--- src/rtl/axi_lite_master_if.sv ---
// Single-outstanding AXI-Lite master.
// Turns a command/response handshake into one AXI-Lite read or write at a
// time, with a completion timeout so a hung slave cannot stall the requester.
`timescale 1ns/1ps

module axi_lite_master_if #(
  parameter int DATA_WIDTH     = 32,
  parameter int ADDR_WIDTH     = 32,
  parameter int TIMEOUT_CYCLES = 256
) (
  input  logic                    clk,
  input  logic                    rst_n,
  // command side
  input  logic                    cmd_valid,
  output logic                    cmd_ready,
  input  logic                    cmd_write,
  input  logic [ADDR_WIDTH-1:0]   cmd_addr,
  input  logic [DATA_WIDTH-1:0]   cmd_wdata,
  input  logic [DATA_WIDTH/8-1:0] cmd_wstrb,
  // response side
  output logic                    rsp_valid,
  input  logic                    rsp_ready,
  output logic [DATA_WIDTH-1:0]   rsp_rdata,
  output logic [1:0]              rsp_resp,
  output logic                    rsp_timeout,
  output logic                    busy,
  // AXI write address
  output logic [ADDR_WIDTH-1:0]   awaddr,
  output logic                    awvalid,
  input  logic                    awready,
  // AXI write data
  output logic [DATA_WIDTH-1:0]   wdata,
  output logic [DATA_WIDTH/8-1:0] wstrb,
  output logic                    wvalid,
  input  logic                    wready,
  // AXI write response
  input  logic [1:0]              bresp,
  input  logic                    bvalid,
  output logic                    bready,
  // AXI read address
  output logic [ADDR_WIDTH-1:0]   araddr,
  output logic                    arvalid,
  input  logic                    arready,
  // AXI read data
  input  logic [DATA_WIDTH-1:0]   rdata,
  input  logic [1:0]              rresp,
  input  logic                    rvalid,
  output logic                    rready
);

  typedef enum logic [2:0] {
    S_IDLE,
    S_WRITE,
    S_WR_RESP,
    S_READ,
    S_RD_DATA,
    S_RSP
  } state_t;

  // The timer only has to reach TIMEOUT_CYCLES-1: the abort fires in the
  // cycle the timer holds that value, so the channel was driven for exactly
  // TIMEOUT_CYCLES cycles when the outputs drop.
  localparam int            TW          = (TIMEOUT_CYCLES < 2) ? 1 : $clog2(TIMEOUT_CYCLES);
  localparam bit            TIMEOUT_EN  = (TIMEOUT_CYCLES > 0);
  localparam logic [TW-1:0] TIMER_LIMIT = TW'((TIMEOUT_CYCLES > 0) ? (TIMEOUT_CYCLES - 1) : 0);

  localparam logic [1:0]    RESP_SLVERR = 2'b10;

  state_t                state;
  state_t                state_next;
  logic [ADDR_WIDTH-1:0] addr_q;
  logic                  aw_done;
  logic                  w_done;
  logic [TW-1:0]         timer;

  logic accept;
  logic active;
  logic aw_hs;
  logic w_hs;
  logic ar_hs;
  logic b_done;
  logic r_done;
  logic timeout_hit;
  logic abort;

  assign accept = cmd_valid && cmd_ready;
  assign active = (state == S_WRITE) || (state == S_WR_RESP) ||
                  (state == S_READ)  || (state == S_RD_DATA);
  assign aw_hs  = awvalid && awready;
  assign w_hs   = wvalid && wready;
  assign ar_hs  = arvalid && arready;
  assign b_done = (state == S_WR_RESP) && bvalid;
  assign r_done = (state == S_RD_DATA) && rvalid;

  // A real completion in the limit cycle takes priority over the abort.
  assign timeout_hit = TIMEOUT_EN && active && (timer == TIMER_LIMIT);
  assign abort       = timeout_hit && !b_done && !r_done;

  assign awaddr = addr_q;
  assign araddr = addr_q;

  // State register.
  always_ff @(posedge clk or negedge rst_n) begin
    // NOTE: clocked state is always updated with non-blocking assignments so
    // every register samples the pre-edge values of its neighbours.
    if (!rst_n) state <= S_IDLE;
    else        state <= state_next;
  end

  // Next-state decode.
  always_comb begin
    // NOTE: default assignment first so no path through the case leaves the
    // variable unassigned, which would otherwise infer a latch.
    state_next = state;
    unique case (state)
      S_IDLE:    if (accept) state_next = cmd_write ? S_WRITE : S_READ;
      S_WRITE: begin
        if (abort)                                          state_next = S_RSP;
        else if ((aw_done || aw_hs) && (w_done || w_hs))    state_next = S_WR_RESP;
      end
      S_WR_RESP: if (b_done || abort) state_next = S_RSP;
      S_READ: begin
        if (abort)      state_next = S_RSP;
        else if (ar_hs) state_next = S_RD_DATA;
      end
      S_RD_DATA: if (r_done || abort) state_next = S_RSP;
      S_RSP:     if (rsp_ready) state_next = S_IDLE;
      default:   state_next = S_IDLE;
    endcase
  end

  // Handshake outputs decoded from the registered state, so each one rises
  // the cycle after the transition that enables it and drops on reset at once.
  always_comb begin
    cmd_ready = 1'b0;
    busy      = 1'b1;
    awvalid   = 1'b0;
    wvalid    = 1'b0;
    bready    = 1'b0;
    arvalid   = 1'b0;
    rready    = 1'b0;
    rsp_valid = 1'b0;
    unique case (state)
      S_IDLE: begin
        cmd_ready = 1'b1;
        busy      = 1'b0;
      end
      S_WRITE: begin
        awvalid = !aw_done;
        wvalid  = !w_done;
      end
      S_WR_RESP: bready    = 1'b1;
      S_READ:    arvalid   = 1'b1;
      S_RD_DATA: rready    = 1'b1;
      S_RSP:     rsp_valid = 1'b1;
      default:   busy      = 1'b1;
    endcase
  end

  // Datapath: command capture, channel-done flags, timeout timer and
  // response capture.
  always_ff @(posedge clk or negedge rst_n) begin
    if (!rst_n) begin
      addr_q      <= '0;
      wdata       <= '0;
      wstrb       <= '0;
      aw_done     <= 1'b0;
      w_done      <= 1'b0;
      timer       <= '0;
      rsp_rdata   <= '0;
      rsp_resp    <= '0;
      rsp_timeout <= 1'b0;
    end else if (accept) begin
      addr_q      <= cmd_addr;
      wdata       <= cmd_wdata;
      wstrb       <= cmd_wstrb;
      aw_done     <= 1'b0;
      w_done      <= 1'b0;
      timer       <= '0;
      rsp_timeout <= 1'b0;
    end else begin
      if (active && !(&timer)) timer <= timer + 1'b1;
      if (aw_hs) aw_done <= 1'b1;
      if (w_hs)  w_done  <= 1'b1;

      if (b_done) begin
        rsp_resp  <= bresp;
        rsp_rdata <= '0;
      end else if (r_done) begin
        rsp_resp  <= rresp;
        rsp_rdata <= rdata;
      end else if (abort) begin
        rsp_resp    <= RESP_SLVERR;
        rsp_rdata   <= '0;
        rsp_timeout <= 1'b1;
      end
    end
  end

endmodule
--- config.mk ---
export PLATFORM = sky130hd
export DESIGN_NAME = axi_lite_master_if
export DESIGN_NICKNAME = d
export VERILOG_FILES = /design/src/rtl/axi_lite_master_if.sv
export SDC_FILE = /design/constraint.sdc
export NUM_CORES = 1
export LEC_CHECK = 0
export CELL_PAD_IN_SITES_DETAIL_PLACEMENT = 2
export CELL_PAD_IN_SITES_GLOBAL_PLACEMENT = 2
export CORE_MARGIN = 2
export CORE_UTILIZATION = 27
export CTS_CLUSTER_DIAMETER = 200
export CTS_CLUSTER_SIZE = 30
export DETAILED_ROUTE_END_ITERATION = 16
export GPL_TIMING_DRIVEN = 1
export PLACE_DENSITY = 0.93
export SKIP_CTS_REPAIR_TIMING = 1
export SLEW_MARGIN = 20
export SYNTH_ARGS = -nofsm -noshare
export SYNTH_HDL_FRONTEND = slang
export SYNTH_SLANG_ARGS = --single-unit
--- constraint.sdc ---
create_clock -name clk -period 3.32 [get_ports clk]
set_input_delay 0.996 -clock clk [delete_from_list [all_inputs] [get_ports clk]]
set_output_delay 0.996 -clock clk [all_outputs]
set_load 0.1 [all_outputs]
### Routing congestion

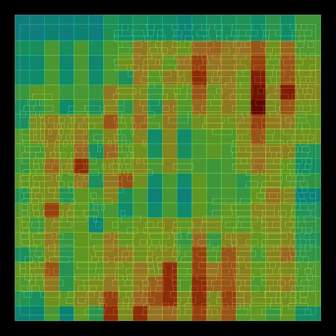
met3 demand-to-capacity share in global routing: 0.0547
busiest layer in global routing: met2
overall fraction of global-route tracks in use: 0.175
per-cell routed wire length: 20.6 um
fraction of met2 tracks used by global routing: 0.324

### M3 wires

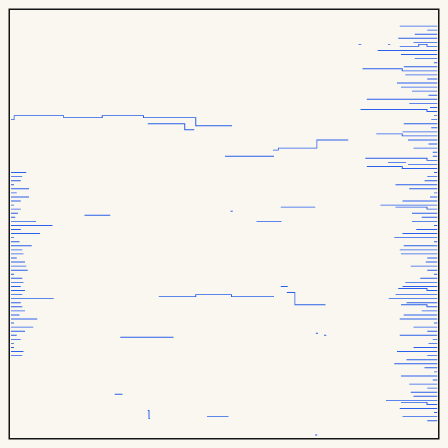
nets with wire on the layer: 152
share of all routed wire: 7.4%

### Pin placement

Pins as bars across the die edge, other pins in gray.
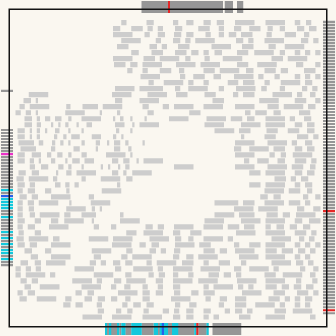
[magenta] wvalid | pins: 1 | direction: output | edge: left
[red] wstrb | pins: 4 | direction: output | edge: 2 right, 1 top, 1 bottom
[blue] rsp_resp | pins: 2 | direction: output | edge: 1 left, 1 bottom
[cyan] rsp_rdata | pins: 32 | direction: output | edge: 20 bottom, 12 left

==> notes.md <==
Results of the full flow below.

Run status:
- The run finished with clean final reports.

Finish:
- 184 cells are multi-input combinational gates.

Yosys:
- For reference, the top logic cell family by area is multiplexers.
- By area the synthesized netlist is led by sky130_fd_sc_hd__dfrtp_1 56%, sky130_fd_sc_hd__mux2_4 20%, sky130_fd_sc_hd__a22o_1 5.4%.
- The run puts the area share of the largest cell type after synthesis at 0.556.
- Per the synthesis report, the AND-OR/OR-AND share of the synthesized area is 0.0827.
- The run puts the net count after synthesis at 473.

Die:
- The run gives the number of cell rows as approximately 50.

Placed design:
- The run gives the number of input and output port buffers inserted as 256.
- Summed over all nets, the half-perimeter wirelength after detailed placement is 13.0 mm.

Clock network:
- The run puts the post-CTS clock slew at the launch and capture registers of the worst setup and hold paths at 0.05 ns.
- Per the TritonCTS log, the buffer count is 17.
- The CTS log lists the clock sinks for this run as 116.

Critical path:
- Traced cell by cell, the critical path runs through clkinv_2, or3_1, nor2_1, buf_12.
- The run gives the number of buffers and inverters on the critical path as 2.
- The run gives the largest delay contributor family on the critical path as simple AND/OR/NAND/NOR gates.
- The critical path is of the flop to output pin type.

Routing:
- The violation tally recorded at the end of detailed-routing iteration 0 is 108.

STA:
- The run puts the hold slack at 0.465 ns.
- The run gives the clock period minus final worst setup slack as 3.00 ns.
- Counting endpoints that fail hold in the final report gives 0.
